<file path="config.mk">
export PLATFORM = sky130hd
export DESIGN_NAME = s27_resp_compactor_flat
export DESIGN_NICKNAME = d
export VERILOG_FILES = /design/src/rtl/s27_resp_compactor_if.sv /design/src/rtl/s27_resp_compactor.sv /design/src/flat_wrapper.sv
export SDC_FILE = /design/constraint.sdc
export NUM_CORES = 1
export LEC_CHECK = 0
export ABC_AREA = 1
export CAP_MARGIN = 20
export CORE_MARGIN = 3
export CORE_UTILIZATION = 30
export CTS_CLUSTER_DIAMETER = 40
export CTS_CLUSTER_SIZE = 14
export DETAILED_ROUTE_END_ITERATION = 12
export GPL_ROUTABILITY_DRIVEN = 1
export PLACE_DENSITY = 0.63
export SLEW_MARGIN = 20
export SYNTH_ARGS = -nofsm -noshare
export SYNTH_HDL_FRONTEND = slang
export SYNTH_SLANG_ARGS = --single-unit
export TNS_END_PERCENT = 30
</file>
<file path="constraint.sdc">
create_clock -name clk -period 1.7 [get_ports clk]
set_input_delay 0.17 -clock clk [delete_from_list [all_inputs] [get_ports clk]]
set_output_delay 0.17 -clock clk [all_outputs]
set_load 0.1 [all_outputs]
</file>
<file path="src/rtl/s27_resp_compactor_if.sv">
`default_nettype none
// +----------------------------------------------------------------------+
// | Module      : s27_resp_compactor_if                                  |
// | Description : Control, sample and status bundle for the s27 response |
// |               compactor.                                              |
// | Revision    : 1.0  initial release                                   |
// +----------------------------------------------------------------------+
interface s27_resp_compactor_if;
    logic        start;
    logic        abort;
    logic        G17;
    logic        G17_valid;
    logic [15:0] expected;
    logic        busy;
    logic        done;
    logic        pass;
    logic        fail;
    logic [15:0] signature;
    logic [15:0] sample_cnt;

    // Driver side: issues commands and samples, observes status.
    modport master (
        output start, abort, G17, G17_valid, expected,
        input  busy, done, pass, fail, signature, sample_cnt
    );

    // Compactor side.
    modport slave (
        input  start, abort, G17, G17_valid, expected,
        output busy, done, pass, fail, signature, sample_cnt
    );
endinterface
`default_nettype wire

</file>
<file path="src/rtl/s27_resp_compactor.sv">
`default_nettype none
// +----------------------------------------------------------------------+
// | Module      : s27_resp_compactor                                     |
// | Description : Compacts a window of valid G17 samples into a 16-bit    |
// |               SISR and compares the result to a golden signature.     |
// | Revision    : 1.0  initial release                                   |
// +----------------------------------------------------------------------+
module s27_resp_compactor #(
    parameter int          WINDOW = 16,
    parameter logic [15:0] POLY   = 16'h1021,
    parameter logic [15:0] SEED   = 16'h0000
) (
    input  wire                    clk,
    input  wire                    reset,
    s27_resp_compactor_if.slave    bus
);

    localparam logic [15:0] c_LAST_IDX = 16'(WINDOW - 1);

    typedef enum logic [1:0] {
        S_IDLE = 2'd0,
        S_RUN  = 2'd1,
        S_DONE = 2'd2
    } state_t;

    state_t      r_state;
    logic [15:0] r_sig;
    logic [15:0] r_cnt;
    logic        r_busy;
    logic        r_done;
    logic        r_pass;
    logic        r_fail;

    logic [15:0] w_sig_next;
    logic        w_match;
    logic        w_last;

    // One SISR step: shift left, fold the MSB back through the taps, inject G17.
    assign w_sig_next = {r_sig[14:0], 1'b0}
                      ^ (r_sig[15] ? POLY : 16'h0000)
                      ^ {15'b0, bus.G17};
    // Verdict uses the signature that the final sample produces, not the current one.
    assign w_match    = (w_sig_next == bus.expected);
    assign w_last     = (r_cnt == c_LAST_IDX);

    // Run-control FSM with registered status flags; abort outranks start and samples.
    always_ff @(posedge clk) begin
        if (reset) begin
            r_state <= S_IDLE;
            r_sig   <= 16'h0000;
            r_cnt   <= 16'h0000;
            r_busy  <= 1'b0;
            r_done  <= 1'b0;
            r_pass  <= 1'b0;
            r_fail  <= 1'b0;
        end else begin
            case (r_state)
                S_IDLE: begin
                    if (bus.start) begin
                        r_state <= S_RUN;
                        r_sig   <= SEED;
                        r_cnt   <= 16'h0000;
                        r_busy  <= 1'b1;
                    end
                end
                S_RUN: begin
                    if (bus.abort) begin
                        r_state <= S_IDLE;
                        r_busy  <= 1'b0;
                    end else if (bus.G17_valid) begin
                        r_sig <= w_sig_next;
                        r_cnt <= r_cnt + 16'd1;
                        if (w_last) begin
                            r_state <= S_DONE;
                            r_busy  <= 1'b0;
                            r_done  <= 1'b1;
                            r_pass  <= w_match;
                            r_fail  <= ~w_match;
                        end
                    end
                end
                S_DONE: begin
                    if (bus.abort) begin
                        r_state <= S_IDLE;
                        r_done  <= 1'b0;
                        r_pass  <= 1'b0;
                        r_fail  <= 1'b0;
                    end else if (bus.start) begin
                        r_state <= S_RUN;
                        r_sig   <= SEED;
                        r_cnt   <= 16'h0000;
                        r_busy  <= 1'b1;
                        r_done  <= 1'b0;
                        r_pass  <= 1'b0;
                        r_fail  <= 1'b0;
                    end
                end
                default: begin
                    r_state <= S_IDLE;
                    r_busy  <= 1'b0;
                    r_done  <= 1'b0;
                    r_pass  <= 1'b0;
                    r_fail  <= 1'b0;
                end
            endcase
        end
    end

    assign bus.busy       = r_busy;
    assign bus.done       = r_done;
    assign bus.pass       = r_pass;
    assign bus.fail       = r_fail;
    assign bus.signature  = r_sig;
    assign bus.sample_cnt = r_cnt;

endmodule
`default_nettype wire

</file>
<file path="src/flat_wrapper.sv">
// flat-port wrapper written by rule: the top's interface ports become plain ports
module s27_resp_compactor_flat 
#(
    parameter int          WINDOW = 16,
    parameter logic [15:0] POLY   = 16'h1021,
    parameter logic [15:0] SEED   = 16'h0000
)
  (clk, reset, bus_start, bus_abort, bus_G17, bus_G17_valid, bus_expected, bus_busy, bus_done, bus_pass, bus_fail, bus_signature, bus_sample_cnt);
  s27_resp_compactor_if bus_i ();
  input  wire clk;
  input  wire reset;
  input wire logic [$bits(bus_i.start)-1:0] bus_start;
  input wire logic [$bits(bus_i.abort)-1:0] bus_abort;
  input wire logic [$bits(bus_i.G17)-1:0] bus_G17;
  input wire logic [$bits(bus_i.G17_valid)-1:0] bus_G17_valid;
  input wire logic [$bits(bus_i.expected)-1:0] bus_expected;
  output wire logic [$bits(bus_i.busy)-1:0] bus_busy;
  output wire logic [$bits(bus_i.done)-1:0] bus_done;
  output wire logic [$bits(bus_i.pass)-1:0] bus_pass;
  output wire logic [$bits(bus_i.fail)-1:0] bus_fail;
  output wire logic [$bits(bus_i.signature)-1:0] bus_signature;
  output wire logic [$bits(bus_i.sample_cnt)-1:0] bus_sample_cnt;
  assign bus_i.start = bus_start;
  assign bus_i.abort = bus_abort;
  assign bus_i.G17 = bus_G17;
  assign bus_i.G17_valid = bus_G17_valid;
  assign bus_i.expected = bus_expected;
  assign bus_busy = bus_i.busy;
  assign bus_done = bus_i.done;
  assign bus_pass = bus_i.pass;
  assign bus_fail = bus_i.fail;
  assign bus_signature = bus_i.signature;
  assign bus_sample_cnt = bus_i.sample_cnt;
  s27_resp_compactor #(.WINDOW(WINDOW), .POLY(POLY), .SEED(SEED)) u_core (.clk(clk), .reset(reset), .bus(bus_i));
endmodule
</file>
Figure 1. Routed clock nets over the placement (run 1).
Scale: 6 px per µm.
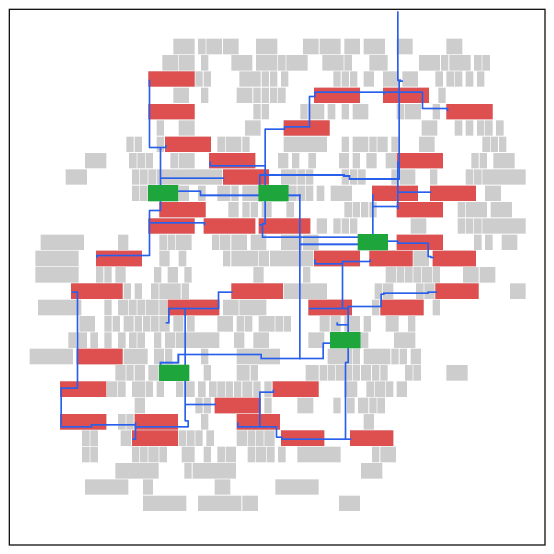
clock-net drivers: shown in green, count 5. clock wires: shown in blue, length 535 µm. flip-flops: shown in red, count 38.
There are 6 routed clock nets.

Figure 2. Routing congestion map (run 1).
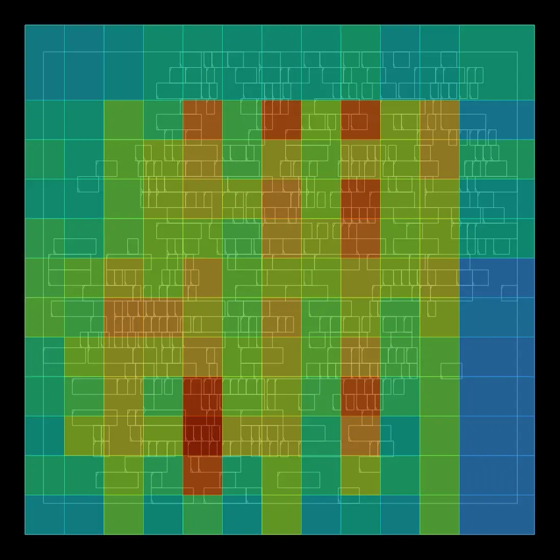
busiest layer in global routing: met2
routing usage on met3: 3.41%

==> notes.md, run 1 <==
The synthesis and place-and-route flow finished, so here is a summary.

The area growth from synthesis to final layout is 49.7%. According to the timing report, the arrival time at the worst endpoint equals 1.77 ns. Clock tree synthesis inserted a total of 5 buffers. The setup slack of the critical path after layout came out at 0.169 ns. The placed cell count is 467.

The portion of total power attributed to the clock network came out at 38.2%. STA classifies the critical path startpoint as a flop. By area the synthesized netlist is led by dfxtp_1, nand2_1, nor2_1, inv_1, nand3_1. The H-tree depth reported by CTS came out at 2. In the post-synthesis netlist, the cell with the most instances is nand2_1.

The transition time recorded at the tightest slew-check pin is 0.276 ns. The total area of sequential cells is 810 µm². The setup TNS is 0 ns. The total of hold buffers inserted after clock tree synthesis is 0. The worst setup path is captured at a flop. The first-pass GRT wire length came out at 8510 µm.

With fillers left out, the area of the finished cells amounts to 3100 µm². The horizontal die dimension reported for this design is 89.0 µm. The run finished with clean final reports. The count of library flops with an enable pin came out at 0. Per the OpenROAD power report, leakage power amounts to 1.34 nW. In this run the full chip footprint comes out at 7930 µm². The path class of the tightest hold or removal check is reg -> reg.

The number of placement rows is 29. The first-iteration detailed-routing DRC count came out at 84.
Figure 3. Wiring by layer (run 1).
Scale: 6 px per µm. Two of the layers only.
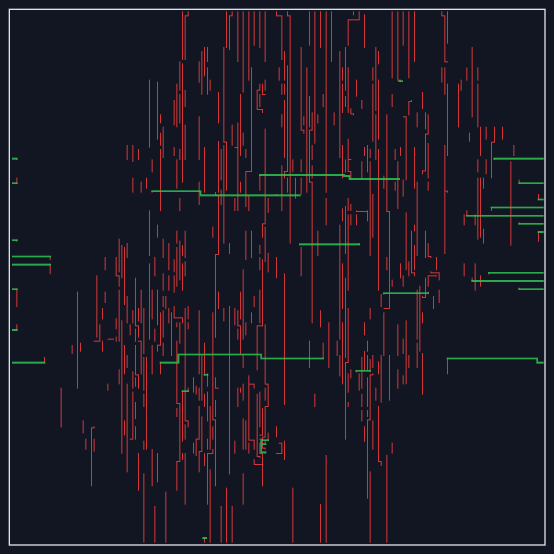
M3: shown in green, wire length 205 µm. M2: shown in red, wire length 2490 µm.

==> run 1: sequential cells by signal (all words and copies together) (netlist names) <==
register	cells
u_core.bus.busy	1
u_core.r_state	2
u_core.bus.done	1
u_core.bus.pass	1
u_core.bus.fail	1
u_core.bus.sample_cnt	16
u_core.bus.signature	16
==> run 1: worst max-delay path: stages (launching register included) <==
cell and delay (ns):
dfxtp_4 0.35, ha_1 0.16, nand2_1 0.06, inv_1 0.07
nand2_1 0.07, nor2_1 0.11, nand2_1 0.13, o21ai_1 0.26
buf_4 0.16, nand2_1 0.04, nor2_1 0.07
==> run 1: cell usage in the layout (no fill, tap or decap), types with 2 or more instances in the layout <==
master and count:
nand2_1 92, nor2_1 62, inv_1 44, buf_4 32, dfxtp_2 24, nand3_1 22
clkdlybuf4s50_1 21, buf_12 19, a21oi_1 18, a22oi_1 13, dfxtp_1 9, o21ai_0 6
clkbuf_8 5, dfxtp_4 5, nand2_2 3, nor2_2 3, nand3b_1 3, nor3_1 2
nor3_2 2, nor2_4 2, clkinv_2 2
==> run 1: worst max-delay path by stage <==
stage	startpoint	to	slack (ns)	cells past startpoint
2_1_floorplan	u_core.bus.sample_cnt[1]	u_core.bus.busy	-0.01	9
3_3_place_gp	bus_start	u_core.bus.sample_cnt[7]	0.06	11
3_5_place_dp	bus_start	u_core.bus.sample_cnt[7]	0.004	11
4_1_cts	u_core.bus.sample_cnt[0]	u_core.r_state[1]	0.07	10
5_1_grt	u_core.bus.sample_cnt[0]	u_core.r_state[1]	0.03	10
6_report	u_core.bus.sample_cnt[0]	u_core.r_state[1]	0.17	10
==> run 1: metal layers <==
layer | vias up | global-route usage (%)
met3 | 7 | 3.41
met5 | - | 0
met2 | 37 | 21.6
met4 | 0 | 3.38
met1 | 990 | 18.7
li1 | 1165 | -
==> run 2, diff against run 1 <==
PLACE_DENSITY = 0.65   (was 0.63)
clock period = 1.3 ns   (was 1.7 ns; I/O delays follow)
Figure 4. Wiring by layer (run 2).
Scale: 6 px per µm. Two of the layers only.
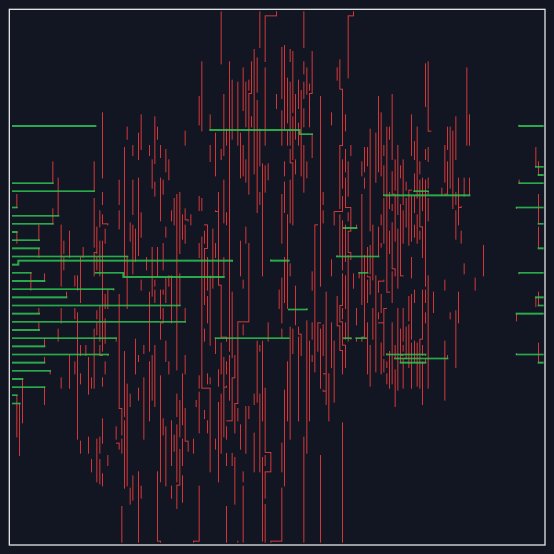
M3: shown in green, wire length 410 µm. M2: shown in red, wire length 2970 µm.

==> run 2 against run 1 <==
Effect of this change:
- the run now ends with negative setup slack left
- final area is 22% higher
- clock skew shrank 0.0083 ns
- clock power up 11%
- sequential power grew 31%
- worst hold slack got worse by 0.010 ns
- routed wire length up 11%
- fmax rose by 11%
- die area unchanged
- utilization is 11 points higher
- combinational power increased by about 60%
- critical path depth rose by 1
- critical path type unchanged
- highest routed layer unchanged
==> notes.md, run 2 <==
The synthesis and place-and-route flow finished, so here is a summary.

The most common logic cells in the final layout are nand2_1, nor2_1, buf_4. STA classifies the critical path startpoint as a flop. The die is 89.0 µm wide. For reference, the top cells by area after synthesis are dfxtp_1, nand2_1, nor2_1, inv_1, nand3_1. The type of the most critical hold path is in -> reg. In this design, the largest share of critical-path delay is due to simple AND/OR/NAND/NOR gates.

The OpenROAD report gives the critical path a data arrival time of 1.57 ns. The worst setup path is captured at a flop. The area growth from synthesis to final layout came out at 82.9%. The first-iteration detailed-routing DRC count is 45. Among all stages on the critical path, the largest delay is contributed by dfxtp_1. The clock H-tree reported by CTS has 2 levels. met3 track demand over resource after global routing is 5.53%. The setup slack of the critical path after layout is -0.0843 ns. The actual slew at the worst max-slew pin is 0.242 ns. Per the layout area report, the register area comes to 822 µm².

The sum of buffers and inverters on the critical path came out at 3. Counting flops with a built-in enable in the synthesized netlist gives 0. The setup violation total in the final timing report is 34. The run finished, with violations left. For reference, the critical path cell chain is inv_2 -> nand2_4 -> o22ai_2 -> nand2_2 -> inv_2 -> nand2_4 -> buf_12 -> nor2_4 -> nand3_2 -> nand2_1 -> nor2_1. The synthesis stats list as the most numerous cell nand2_1.

met1 track demand over resource after global routing is 17.9%. The layer with the highest usage after global routing is met2. The checks that failed: negative setup slack. The CTS buffer count came out at 5.
Figure 5. Routed clock nets over the placement (run 2).
Scale: 6 px per µm.
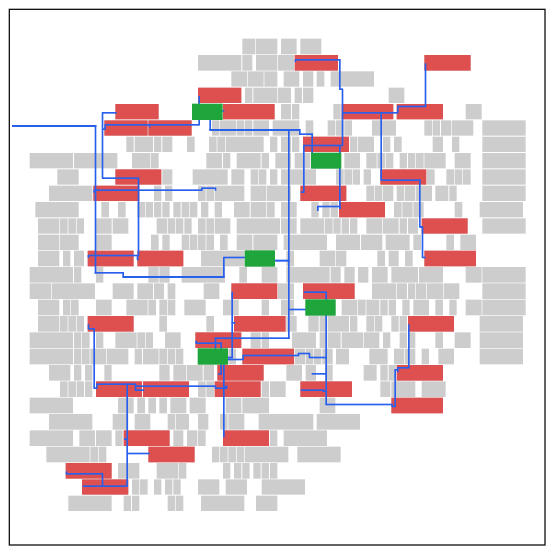
flip-flops: shown in red, count 38. clock-net drivers: shown in green, count 5. clock wires: shown in blue, length 536 µm.
There are 6 routed clock nets.

## run 2: cell counts after synthesis
Identical to the previous run, type by type.
## run 2: timing repair
action	in CTS	in global routing
setup buffers	5	0
gates resized	28	13
setup endpoints to repair	38	38
hold buffers	0	0
pin swaps	6	6
## run 2: cells by family (layout without fill, tap and decap cells)
family | count (synthesis) | after routing | synth area share, %
xor gates and xnor gates | 1 | 1 | 0.424
adders and majority gates | 1 | 1 | 0.605
DFF | 38 | 38 | 36.8
and+or+nand+nor | 194 | 194 | 39.7
buffers and inverters | 53 | 162 | 11.1
AOI/OAI and AO/OA | 39 | 39 | 11.4
## run 2: worst max path at each step
stage                                           end  slack [ns]  depth (start not counted)
after CTS                           u_core.bus.done       -0.06                         10
after global placement    u_core.bus.sample_cnt[14]       -0.30                         11
after detailed placement   u_core.bus.sample_cnt[7]       -0.34                         11
final                     u_core.bus.sample_cnt[14]       -0.08                         11
after global routing      u_core.bus.sample_cnt[14]       -0.20                         11
after floorplan                     u_core.bus.done       -0.26                         10
## run 2: stage by stage
stage                     hold WS [ns]  worst slack [ns]  cell area [µm²]  setup TNS (ns)
final                            0.438           -0.0843             3780           -1.14
after global routing             0.464            -0.202             3780           -5.10
after CTS                        0.442           -0.0607             3720          -0.446
after detailed placement         0.473            -0.344             3510          -10.26
after global placement           0.473            -0.298             3510           -8.93
after floorplan                  0.192            -0.259             2150           -4.18
## run 2: power by group through the flow
stage,clock network [mW],logic (mW),registers [mW]
after detailed placement,0,0.487,1.20
after floorplan,0,0.223,1.24
final,0.848,0.542,1.18
after global routing,0.923,0.586,1.18
after CTS,0.866,0.526,1.18
after global placement,0,0.479,1.20
## run 2: worst min-delay path: stages
cell and delay, ns:
clkdlybuf4s50_1 0.42, nand3_1 0.09, a21oi_1 0.05
Power and IR drop assume default switching activity.
